<file path="src/rtl/piso_pkg.sv">
// Shared definitions for the parallel-in/serial-out serializer.
// Optional feature macro: PISO_PARITY_EN (appends an even-parity bit to each frame).
package piso_pkg;

    typedef enum logic {
        IDLE  = 1'b0,
        SHIFT = 1'b1
    } state_e;

`ifdef PISO_PARITY_EN
    localparam bit PARITY_EN = 1'b1;
`else
    localparam bit PARITY_EN = 1'b0;
`endif

    // Bits on the wire per word: the data bits plus the optional parity bit.
    function automatic int frameLen(input int width, input bit parityEn);
        return parityEn ? width + 1 : width;
    endfunction

endpackage

</file>
<file path="src/rtl/piso_serializer.sv">
// Parallel-in/serial-out serializer with valid/ready load, shift-enable stall,
// back-to-back reload on the last bit and first/last frame markers.
// Optional feature macro: PISO_PARITY_EN (even-parity bit appended after the data).
module piso_serializer
    import piso_pkg::*;
#(
    parameter int WIDTH     = 8,
    parameter bit MSB_FIRST = 1'b1
) (
    input  logic             clk,
    input  logic             rst,
    input  logic             load_valid,
    output logic             load_ready,
    input  logic [WIDTH-1:0] load_data,
    input  logic             shift_en,
    output logic             ser_out,
    output logic             ser_valid,
    output logic             frame_first,
    output logic             frame_last,
    output logic             busy
);

    localparam int FRAME_LEN = frameLen(WIDTH, PARITY_EN);
    localparam int CW        = $clog2(FRAME_LEN);
    localparam logic [CW-1:0] LAST_CNT = CW'(FRAME_LEN - 1);

    state_e           state_q, state_d;
    logic [WIDTH-1:0] shiftReg_q, shiftReg_d;
    logic [CW-1:0]    cnt_q, cnt_d;
    logic             inShift;
    logic             isLast;
    logic             dataBit;
    logic             accept;

`ifdef PISO_PARITY_EN
    logic             parity_q, parity_d;
`endif

    // Decode frame position and select the bit currently presented on the line.
    always_comb begin
        inShift     = (state_q == SHIFT);
        isLast      = inShift && (cnt_q == LAST_CNT);
        dataBit     = MSB_FIRST ? shiftReg_q[WIDTH-1] : shiftReg_q[0];
`ifdef PISO_PARITY_EN
        if (isLast) begin
            dataBit = parity_q;
        end
`endif
        load_ready  = (state_q == IDLE) || (isLast && shift_en);
        accept      = load_valid && load_ready;
        ser_out     = inShift && dataBit;
        ser_valid   = inShift;
        busy        = inShift;
        frame_first = inShift && (cnt_q == '0);
        frame_last  = isLast;
    end

    // Next-state logic: load on a handshake, shift when enabled, hold on a stall.
    always_comb begin
        state_d    = state_q;
        shiftReg_d = shiftReg_q;
        cnt_d      = cnt_q;
`ifdef PISO_PARITY_EN
        parity_d   = parity_q;
`endif
        case (state_q)
            IDLE: begin
                if (accept) begin
                    state_d    = SHIFT;
                    shiftReg_d = load_data;
                    cnt_d      = '0;
`ifdef PISO_PARITY_EN
                    parity_d   = ^load_data;
`endif
                end
            end
            SHIFT: begin
                if (shift_en) begin
                    if (isLast) begin
                        if (accept) begin
                            shiftReg_d = load_data;
                            cnt_d      = '0;
`ifdef PISO_PARITY_EN
                            parity_d   = ^load_data;
`endif
                        end else begin
                            state_d = IDLE;
                        end
                    end else begin
                        shiftReg_d = MSB_FIRST ? {shiftReg_q[WIDTH-2:0], 1'b0}
                                               : {1'b0, shiftReg_q[WIDTH-1:1]};
                        cnt_d      = cnt_q + CW'(1);
                    end
                end
            end
        endcase
    end

    // State register; a synchronous reset aborts any frame in progress.
    always_ff @(posedge clk) begin
        if (rst) begin
            state_q    <= IDLE;
            shiftReg_q <= '0;
            cnt_q      <= '0;
`ifdef PISO_PARITY_EN
            parity_q   <= 1'b0;
`endif
        end else begin
            state_q    <= state_d;
            shiftReg_q <= shiftReg_d;
            cnt_q      <= cnt_d;
`ifdef PISO_PARITY_EN
            parity_q   <= parity_d;
`endif
        end
    end

endmodule

</file>
<file path="config.mk">
export PLATFORM = sky130hd
export DESIGN_NAME = piso_serializer
export DESIGN_NICKNAME = d
export VERILOG_FILES = /design/src/rtl/piso_pkg.sv /design/src/rtl/piso_serializer.sv
export SDC_FILE = /design/constraint.sdc
export NUM_CORES = 1
export LEC_CHECK = 0
export CORE_MARGIN = 2
export CORE_UTILIZATION = 35
export DETAILED_ROUTE_END_ITERATION = 7
export GPL_ROUTABILITY_DRIVEN = 0
export PLACE_DENSITY_LB_ADDON = 0.08
export RECOVER_POWER = 25
export SYNTH_ARGS = -nofsm -noshare
export SYNTH_HDL_FRONTEND = slang
export SYNTH_SLANG_ARGS = --single-unit
</file>
<file path="constraint.sdc">
create_clock -name clk -period 1.45 [get_ports clk]
set_input_delay 0.29 -clock clk [delete_from_list [all_inputs] [get_ports clk]]
set_output_delay 0.29 -clock clk [all_outputs]
set_load 0.02 [all_outputs]
</file>
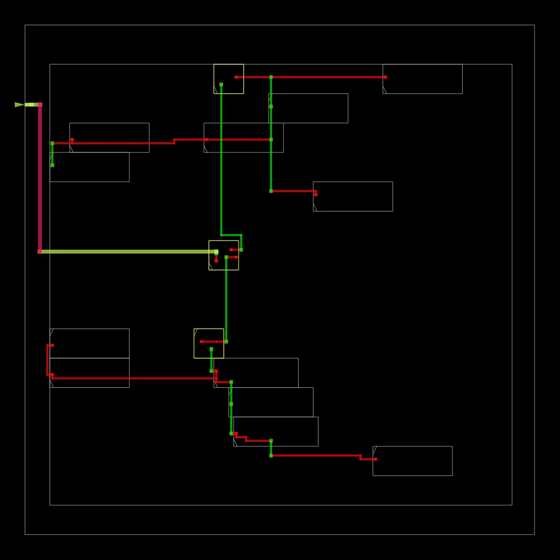
Fig. 1. Clock wiring as the flow saved it (run 1).
CTS sink cnt: 12
P_clk: 195 uW
clock latency of the later-clocked register in the worst-skew pair: 0.26 ns

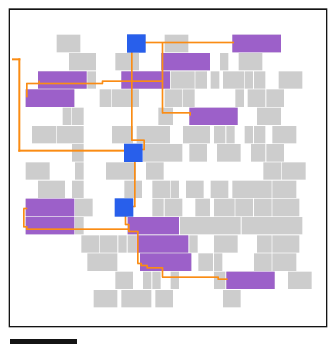
Fig. 2. Clock wires, drivers and flops (run 1).
Scale bar: 10 um.
[flip-flops] purple | count: 12
[cells driving clock nets] blue | count: 3
[clock wires] orange | length: 157 um
flops lie	spread over the die

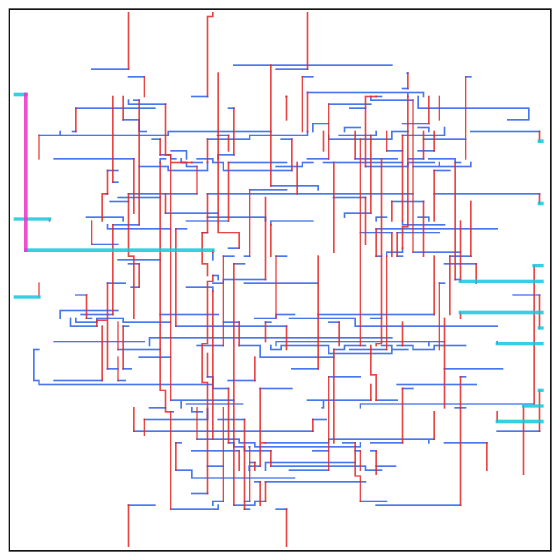
Fig. 3. Metal layers overlaid (run 1).
layer	colour	wire length
met2	red	677 um
met3	cyan	47.6 um
met4	magenta	13.6 um
met1	blue	772 um

==> results.yml, run 1 <==
# synthesis and place-and-route metrics
status:
  status: "finished with violations"
  violations: "setup timing"
synthesis:
  mux_area_share_pct: 0
  post_synth_ao_oa_area_fraction_pct: 29.2
  yosys-dominant-comb-family: "AND-OR/OR-AND gates"
  ys_sh_simple_pct: 20.5
  yosysWarningCount: 0
  yosysCellCount: 73
  avgSynthCellArea_um2: 8.93
  yosys.area_share.xor_xnor_pct: 0
  ys_ff: 12
  adder_share_pct: 5.76
  synth_cell_type_count: 24
  yosys_area_um2: 652
  postSynthCellCount: 73
  syn_area_um2: 652
  ys_seq_share_pct: 36.9
  fp_nets: 88
final_layout:
  final_cell_area_mm2: 0.00102
  instances_no_fill: 130
  mi_logic_area_um2: 400
  drive_gt1_share_pct: 32.4
  insertedDiodeCount: 0
  syn2layout_area_growth_pct: 56.2
  post-route-util_pct: 58.4
  fillers: 168
global_routing:
  grt_pass1_vias: 560
  number_of_antenna_violations_at_the_first_check_in_global_routing: 0
  grt_overflow: 0
  grt_first_pass_wirelength_um: 2400
  global_route.usage.total_pct: 15.7
  grt_max_degree: 14
floorplanning:
  initial_core_util_pct: 37.3
  die.size.y_um: 47.2
  chip_area_mm2: 0.00222
  core_area_mm2: 0.00175
  top_level_ports: 18
  fp-row-count: 15
setup_path:
  timing.rr.end: "shiftReg_q[3]"
  cp_num_buf_inv: 1
  critPathSlowestCell: "dfxtp_2"
  worst-path-max-fanout: 4
  most_common_cell_type_on_the_critical_path: "ha_4"
  depth_of_the_worst_register_to_register_path: 6
  crit_start: "cnt_q[0]"
  critical_path.cell_chain: "ha_4 > ha_4 > a21bo_4 > buf_6"
  timing.critical_path.max_delay_family: "flip-flops"
  cpPeakStageDelay_ns: 0.34
  critical_path_required_ns: 1.16
  start_kind: "flip-flop"
detailed_routing:
  initialDrtViolationCount: 5
  firstDrtPassIters: 4
  drc_errors: 0
  routedWlPerCell_um: 11.6
  drt.antenna.violating_nets: 0
  vias: 626
  postRouteWirelength_um: 1510
  drt-vias-per-instance: 4.82
placement:
  dp_cells: 126
  dpl.hpwl_um: 1110
  io_buffers: 17
  detailed_place.area_um2: 942
power_and_ir_drop:
  p_leak_nw: 0.435
  ir_drop_uv: 619
  power.total_uw: 757
  power-per-cell-area_mw_per_mm2: 743
run:
  log.warning_count: 29
  cap_viol_max_count: 0
cts:
  cts-root-buf: "clkbuf_4"
  holdBufCountCts: 0
  clock_tree.htree_level_count: 1
  clock_tree.buffer_depth: 2
  clk_pin_slew_ns: 0.07
  cts_made_buffers: 3
timing:
  report.final.setup_viol: 6
  timing.clock.skew_ns: 0.00201
  final_critical_path_setup_slack_ns: -0.0972
  timing.max_slew.rel_slack_pct: 80.7
  unrepaired_setup_endpoints_after_global_routing: "true"
  final_cycle_utilization_of_the_critical_path_pct: 107
  timing_hold_violations_final: 0
  achievable-frequency_ghz: 0.646
  final.hold.worst_slack_ns: 0.475
  final_max_slew_viol_count: 0
  layout_min_cycle_time_ns: 1.55
hold_path:
  worst_hold_startpoint: "shiftReg_q[0]"
  worst_hold_check_path_type: "reg -> reg"
  min_path_cells: 2
  hold_path_end: "shiftReg_q[0]"
[run 1: logic make-up (layout without fill, tap and decap cells)]
group,Yosys count,after routing
adders and majority gates,3,3
AOI/OAI and AO/OA,24,24
and+or+nand+nor,23,23
buffers and inverters,11,43
DFF,12,12
[run 1: flip-flops by register name, indices dropped and copies added, names as in the netlist]
register / cells
busy: 1
shiftReg_q: 8
cnt_q: 3
[run 1: metrics by stage]
stage / setup TNS, ns / setup slack, ns
CTS: -0.314 / -0.104
finish: -0.373 / -0.0972
floorplan: 0 / 0.0199
detailed placement: -2.52 / -0.354
global route: -0.735 / -0.126
global placement: -2.17 / -0.350
[run 1: per-layer routing]
metal / share of wire [%] / up-vias / GRT usage [%]
li1: - / 324 / -
met5: 0 / - / 0
met4: 0.86 / 0 / 8.33
met2: 45 / 13 / 24.7
met1: 51 / 287 / 20.9
met3: 3.1 / 2 / 2.31
[run 1: area by class of cell]
type	instances	share of cell area, %
repair buffers	33	28.9
clock buffers	3	2.21
inverters	7	2.58
multi-input cells	50	39.3
flip-flops and latches	12	24.0
well taps	25	3.07
[run 1: how the worst max path moves through the flow]
stage               slack (ns)  cells past startpoint       endpoint
floorplan                 0.02                      5  shiftReg_q[1]
global placement         -0.35                      3     load_ready
detailed placement       -0.35                      3     load_ready
CTS                      -0.10                      4     load_ready
global route             -0.13                      4     load_ready
finish                    -0.1                      4     load_ready
[run 1: synth_stat cells (all sizes together)]
master / count / area, um2
clkbuf: 1 / 3.75
nor3b: 3 / 22.5
a21bo: 1 / 16.3
o21ai: 4 / 20.0
dfxtp: 12 / 240
and4bb: 1 / 12.5
nor2b: 1 / 6.26
and2: 2 / 12.5
nor2: 7 / 26.3
a21oi: 9 / 56.3
o31ai: 3 / 22.5
buf: 3 / 20.0
o211a: 3 / 30.0
nand2b: 2 / 15.0
ha: 3 / 37.5
o221a: 4 / 45.0
nand2: 5 / 21.3
inv: 7 / 26.3
nand4b: 1 / 8.76
and3b: 1 / 8.76
[run 1: placed cells by master (no fill, tap or decap)]
cell / instances
a21bo_4: 1
a21oi_1: 7
a21oi_2: 1
a21oi_4: 1
and2_1: 2
and3b_1: 1
and4bb_2: 1
buf_4: 16
buf_6: 3
clkbuf_4: 3
clkdlybuf4s15_1: 3
clkdlybuf4s50_1: 11
dfxtp_1: 9
dfxtp_2: 3
ha_1: 1
ha_4: 2
inv_1: 7
nand2_1: 4
nand2_2: 1
nand2b_1: 1
nand2b_4: 1
nand4b_1: 1
nor2_1: 7
nor2b_1: 1
nor3b_1: 3
o211a_1: 3
o21ai_0: 2
o21ai_1: 2
o221a_1: 4
o31ai_1: 2
o31ai_2: 1
[run 1: where the power goes]
| part | switching, mW | internal, mW | leakage (nW) |
|---|---|---|---|
| registers | 0.0166 | 0.355 | 0.100 |
| logic | 0.0838 | 0.107 | 0.321 |
| clock network | 0.0989 | 0.0959 | 0.0138 |
[run 1: worst register-to-register path: cells and delay by family, from the launching register on]
kind                       cells  cell delay [ns]
adders and majority gates      2             0.32
and+or+nand+nor                1             0.15
AOI/OAI and AO/OA              2             0.50
DFF                            1             0.34
buffers and inverters          1             0.14
Fig. 4: run 1, metal 3
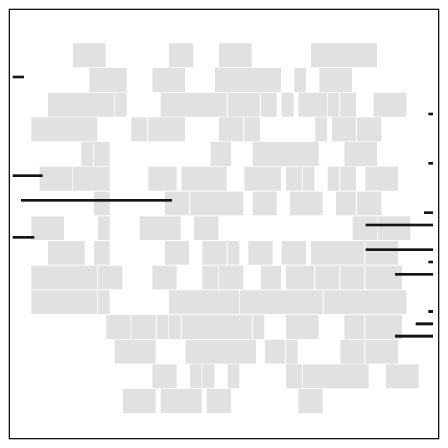

--- run 2 (diff from run 1) ---
--- a/config.mk
+++ b/config.mk
@@ -6,11 +6,12 @@
 export NUM_CORES = 1
 export LEC_CHECK = 0
 export CORE_MARGIN = 2
-export CORE_UTILIZATION = 35
+export CORE_UTILIZATION = 41
 export DETAILED_ROUTE_END_ITERATION = 7
 export GPL_ROUTABILITY_DRIVEN = 0
 export PLACE_DENSITY_LB_ADDON = 0.08
 export RECOVER_POWER = 25
+export SETUP_SLACK_MARGIN = 0.5
 export SYNTH_ARGS = -nofsm -noshare
 export SYNTH_HDL_FRONTEND = slang
 export SYNTH_SLANG_ARGS = --single-unit
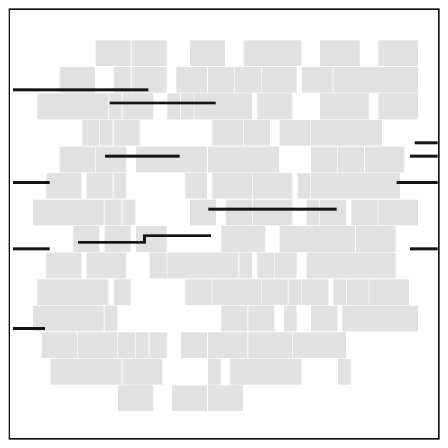
Fig. 5. Metal 3 (run 2).
nets with wire on the layer	11
share of all routed wire	5.2%
longest straight run	13.6 um
wire length on this layer	79.3 um

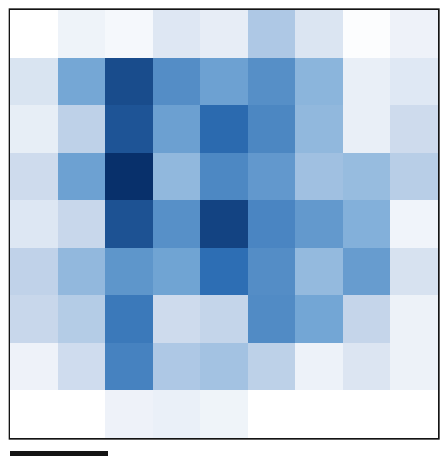
Fig. 6. Signal metal coverage by tile (run 2).
Scale bar: 10 um. The die is cut into 9 by 9 equal tiles; white is low, dark blue is high, scaled to the fullest tile. Values are wire area over tile area, all layers added.
emptiest ninth of the die	south-east
fullest tile	0.36
mean over tiles	0.12
nearly empty tiles	9.9%
tiles over half the peak	33%

==> run 2 against run 1 <==
Effect of this change: the flow still finishes with violations (setup timing); register-to-register slack is essentially flat; worst hold slack gained 0.0098 ns; core utilization grew 12 points; sequential share of layout area shrank 0.81 points; synthesized area is the same; die area shrank 13%; worst setup slack lost 0.0060 ns; sequential cell count is the same; largest cell class unchanged.
==> results.yml, run 2 <==
# synthesis and place-and-route metrics
cts:
  clk_latency_ns: 0.27
  clk_pin_slew_ns: 0.08
  clock_tree.htree_level_count: 1
  cts_made_buffers: 3
  cts-root-buf: "clkbuf_4"
  tritoncts_num_sinks: 12
timing:
  report.final.setup_viol: 7
  layout_min_cycle_time_ns: 1.55
  final_critical_path_setup_slack_ns: -0.103
  achievable-frequency_ghz: 0.644
  final_cycle_utilization_of_the_critical_path_pct: 107
  final.hold.worst_slack_ns: 0.484
  unrepaired_setup_endpoints_after_global_routing: "true"
  final_max_slew_viol_count: 0
  setup_total_negative_slack_ns: -0.346
final_layout:
  largest_reg_flops: 8
  instances_no_fill: 120
  insertedDiodeCount: 0
  largest_register_by_flop_count: "shiftReg_q"
  final_cell_mix: "clkdlybuf4s50_1, buf_4, dfxtp_1, buf_6, inv_1"
  syn2layout_area_growth_pct: 63.3
  drive_gt1_share_pct: 42.3
hold_path:
  min_path_cells: 2
  hold_path_end: "shiftReg_q[0]"
  worst_hold_startpoint: "shiftReg_q[0]"
  worst_hold_check_path_type: "reg -> reg"
synthesis:
  enable_flop_cells: 0
  post_synth_most_frequent_cells: "dfxtp_1, a21oi_1, inv_1, nor2_1"
  yosys.area_share.xor_xnor_pct: 0
  yosysCellCount: 73
  ys_seq_share_pct: 36.9
  fp_nets: 88
  avgSynthCellArea_um2: 8.93
  yosysWarningCount: 0
  postSynth.topFlopCell: "dfxtp_1"
  post_synth_ao_oa_area_fraction_pct: 29.2
  synth_area_leader_cell: "dfxtp_1"
  ys_sh_simple_pct: 20.5
  ys_ff: 12
  postSynthCellCount: 73
  syn_area_um2: 652
  synth_cell_type_count: 24
  postSynth.asyncResetShare_pct: 0
  yosys_area_um2: 652
setup_path:
  critical_path.cell_chain: "ha_4 > ha_4 > a21bo_4 > buf_6"
  crit_start: "cnt_q[1]"
  depth_of_the_worst_register_to_register_path: 7
  timing.rr.end: "cnt_q[0]"
  start_kind: "flip-flop"
  cpPeakStageDelay_ns: 0.34
  worst-path-max-fanout: 3
  most_common_cell_type_on_the_critical_path: "ha_4"
  critPathSlowestCell: "dfxtp_2"
  critical_path_required_ns: 1.16
run:
  cap_viol_max_count: 0
  log.warning_count: 30
detailed_routing:
  drt.antenna.violating_nets: 0
  vias: 627
  routedWlPerCell_um: 12.8
  firstDrtPassIters: 4
  drt-vias-per-instance: 5.23
  postRouteWirelength_um: 1530
floorplanning:
  fp-row-count: 14
  initial_core_util_pct: 43.3
  die.size.y_um: 43.9
  core_area_mm2: 0.00151
  chip_area_mm2: 0.00193
  top_level_ports: 18
power_and_ir_drop:
  ir_drop_uv: 826
  power-per-cell-area_mw_per_mm2: 804
  p_leak_nw: 0.444
global_routing:
  grt_pass1_vias: 602
  grt_max_degree: 10
  global_route.usage.total_pct: 17.4
status:
  status: "finished with violations"
  violations: "setup timing"
placement:
  dpl.hpwl_um: 1090
  dp_cells: 113
run 2: cell types whose count changed in the layout (fill, tap and decap cells not counted), sizes merged:
cell,change
clkdlybuf4s15,-3
buf,+1
clkbuf,+1
run 2: power by group:
| group | switching [mW] | leakage, nW | internal (mW) |
|---|---|---|---|
| clock network | 0.115 | 0.0210 | 0.153 |
| logic | 0.0943 | 0.322 | 0.122 |
| registers | 0.0181 | 0.101 | 0.354 |
run 2: area by class of cell:
cell class / count / area (um2)
Tap cell: 16 / 20.0
Multi-Input combinational cell: 50 / 442
Sequential cell: 12 / 246
Timing Repair Buffer: 31 / 294
Clock buffer: 4 / 36.3
Fill cell: 117 / 442
Inverter: 7 / 26.3
run 2: cells by family after synthesis:
| family | count (synthesis) |
|---|---|
| compound gates | 24 |
| fa+ha+maj | 3 |
| simple gates | 23 |
| flops | 12 |
| buf+inv | 11 |
run 2: worst max-delay path: cells and delay by family, from the launching register on:
kind | cells | cell delay [ns]
compound gates | 1 | 0.21
buf+inv | 1 | 0.13
flops | 1 | 0.34
fa+ha+maj | 2 | 0.32
run 2: worst max path at each step:
stage,end
after floorplan,shiftReg_q[1]
after global placement,load_ready
after detailed placement,load_ready
after CTS,load_ready
after global routing,load_ready
final,load_ready
run 2: repair_timing:
| item | 4_1_cts | 5_1_grt |
|---|---|---|
| pin swaps | 7 | 1 |
| endpoints found under the setup margin | 18 | 18 |
| gates resized | 43 | 5 |
| setup buffers | 0 | 3 |
run 2: through the flow:
step           util (%)  power (mW)  cell area [um2]
2_1_floorplan         -       0.482              708
3_3_place_gp       63.3       0.561              953
3_5_place_dp       63.3       0.564              953
4_1_cts            67.5       0.847             1020
5_1_grt            70.7       0.898             1060
6_report           70.7       0.856             1060
run 2: layer usage:
metal,global-route usage [%],up-vias,part of all wire [%]
met5,0,-,0
met4,5.45,0,0
met3,6.25,0,5.1
met2,29.7,17,51
met1,20.2,292,44
li1,-,318,-
--- run 3 (diff from run 2) ---
--- a/config.mk
+++ b/config.mk
@@ -7,6 +7,7 @@
 export LEC_CHECK = 0
 export CORE_MARGIN = 2
 export CORE_UTILIZATION = 41
+export CTS_CLUSTER_SIZE = 12
 export DETAILED_ROUTE_END_ITERATION = 7
 export GPL_ROUTABILITY_DRIVEN = 0
 export PLACE_DENSITY_LB_ADDON = 0.08
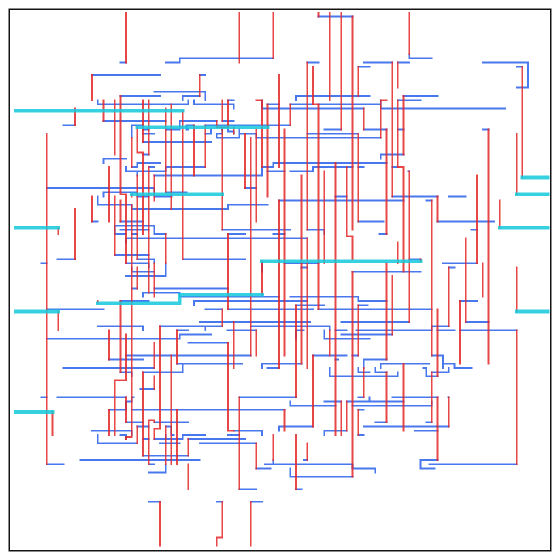
Fig. 7. Metal layers overlaid (run 3).
layer	colour	wire length
met3	cyan	79.3 um
met2	red	785 um
met1	blue	670 um

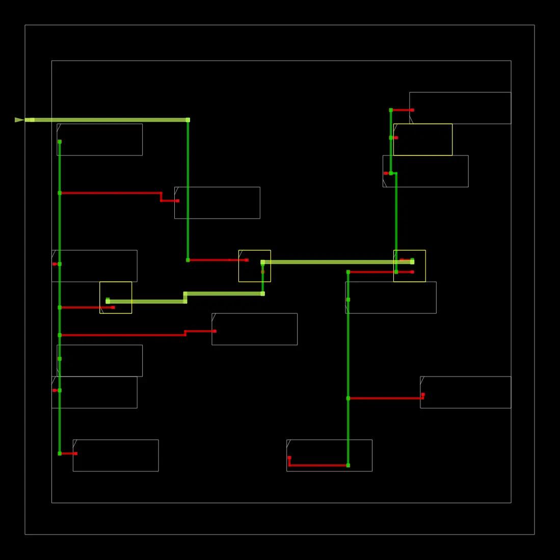
Fig. 8. Clock wiring as the flow saved it (run 3).
final clock skew: 0.00108 ns
total clock buffers created by CTS: 3

==> run 3 against run 2 <==
Effect of this change: the flow still finishes with violations (setup timing); global-route usage stayed put; sequential power about the same; maximum frequency did not move; cell count unchanged.
==> results.yml, run 3 <==
# synthesis and place-and-route metrics
synthesis:
  synth_dominant_cell_count: "dfxtp_1"
  fp_nets: 88
  ys_seq_share_pct: 36.9
  synth_cell_type_count: 24
  postSynth.asyncResetShare_pct: 0
  yosys_area_um2: 652
  yosysCellCount: 73
  synth_area_leader_cell: "dfxtp_1"
  post_synth_most_frequent_cells: "dfxtp_1, a21oi_1, inv_1, nor2_1"
  enable_flop_cells: 0
  yosys-top-cells-area: "dfxtp_1, o221a_1, a21oi_1"
  top_cell_area_share_pct: 36.9
  ys_ff: 12
detailed_routing:
  vias: 627
  drt-vias-per-instance: 5.23
  drc_errors: 0
  initialDrtViolationCount: 10
final_layout:
  largest_reg_flops: 8
  insertedDiodeCount: 0
  largest_register_by_flop_count: "shiftReg_q"
  final_cell_mix: "clkdlybuf4s50_1, buf_4, dfxtp_1, buf_6, inv_1"
floorplanning:
  fp-row-count: 14
  top_level_ports: 18
  chip_area_mm2: 0.00193
  core_area_mm2: 0.00151
  initial_core_util_pct: 43.3
global_routing:
  grt_pass1_vias: 602
  grt_overflow: 0
  number_of_antenna_violations_at_the_first_check_in_global_routing: 0
  global_route.usage.total_pct: 17.4
  grt_first_pass_wirelength_um: 2460
setup_path:
  critical_path_required_ns: 1.16
  start_kind: "flip-flop"
  worst-path-max-fanout: 3
power_and_ir_drop:
  power-per-cell-area_mw_per_mm2: 804
  switchingPower_uw: 228
  power.sequential.fraction_pct: 43.4
  p_int_uw: 629
  p_leak_nw: 0.444
  clock_power_share_pct: 31.3
hold_path:
  worst_hold_check_path_type: "reg -> reg"
cts:
  clk_latency_ns: 0.27
  tritoncts_num_sinks: 12
  clock_tree.htree_level_count: 1
  clock_tree.buffer_depth: 2
  holdBufCountCts: 0
status:
  violations: "setup timing"
  status: "finished with violations"
timing:
  achievable-frequency_ghz: 0.644
  timing.max_slew.rel_slack_pct: 83.3
  report.final.setup_viol: 7
  setup_total_negative_slack_ns: -0.346
  final_max_slew_viol_count: 0
  timing_hold_violations_final: 0
  final_critical_path_setup_slack_ns: -0.103
run:
  cap_viol_max_count: 0
  log.warning_count: 30
placement:
  dp_cells: 113
  preCtsSetupSlack_ns: -0.360
[run 3: cell counts after synthesis]
No cell type changed its count.
[run 3: critical path: stages, from the launching register on]
cell and delay (ns):
dfxtp_2 0.34, ha_4 0.16, ha_4 0.16, a21bo_4 0.21, buf_6 0.13
[run 3: stage by stage]
stage                     hold WS, ns  area [um2]  power (mW)  utilization (%)
after floorplan                 0.435         708       0.482                -
after global placement          0.450         953       0.561             63.3
after detailed placement        0.459         953       0.564             63.3
after CTS                       0.482        1020       0.847             67.5
after global routing            0.487        1060       0.898             70.7
final                           0.484        1060       0.856             70.7
[run 3: kinds of logic (layout without fill, tap and decap cells)]
| family | count (synthesis) | count (layout) | share of synthesized area [%] |
|---|---|---|---|
| AOI/OAI and AO/OA | 24 | 24 | 29.2 |
| and+or+nand+nor | 23 | 23 | 20.5 |
| DFF | 12 | 12 | 36.9 |
| buffers and inverters | 11 | 42 | 7.68 |
| adders and majority gates | 3 | 3 | 5.76 |
[run 3: power groups by stage]
stage | registers [mW] | logic [mW] | clock network, mW
2_1_floorplan | 0.377 | 0.105 | 0
3_3_place_gp | 0.378 | 0.183 | 0
3_5_place_dp | 0.378 | 0.186 | 0
4_1_cts | 0.372 | 0.199 | 0.276
5_1_grt | 0.374 | 0.234 | 0.290
6_report | 0.372 | 0.217 | 0.268
[run 3: final timing paths]
check | endpoint | cells after the start | start | slack, ns
worst min-delay path | shiftReg_q[0] | 2 | shiftReg_q[0] | 0.48
worst min register to register | shiftReg_q[0] | 2 | shiftReg_q[0] | 0.48
worst max register to register | cnt_q[0] | 7 | cnt_q[1] | -0.07
worst max-delay path | load_ready | 4 | cnt_q[1] | -0.10
[run 3: timing repair]
action	4_1_cts	5_1_grt
pin swaps	7	1
buffers inserted	0	3
gates resized	43	5
setup endpoints to repair	18	18
[run 3: per-layer routing]
metal | share of wire, % | routed length (um) | global-route usage [%]
met1 | 44 | 669 | 20.2
met2 | 51 | 785 | 29.7
met3 | 5.1 | 79 | 6.25
met4 | 0 | 0 | 5.45
met5 | 0 | 0 | 0
[run 3: final cells by class]
type / count / area (um2)
Inverter: 7 / 26.3
Fill cell: 117 / 442
Multi-Input combinational cell: 50 / 442
Sequential cell: 12 / 246
Tap cell: 16 / 20.0
Timing Repair Buffer: 31 / 294
Clock buffer: 4 / 36.3
Power figures rest on the tool's default switching activity, not on a simulated workload.
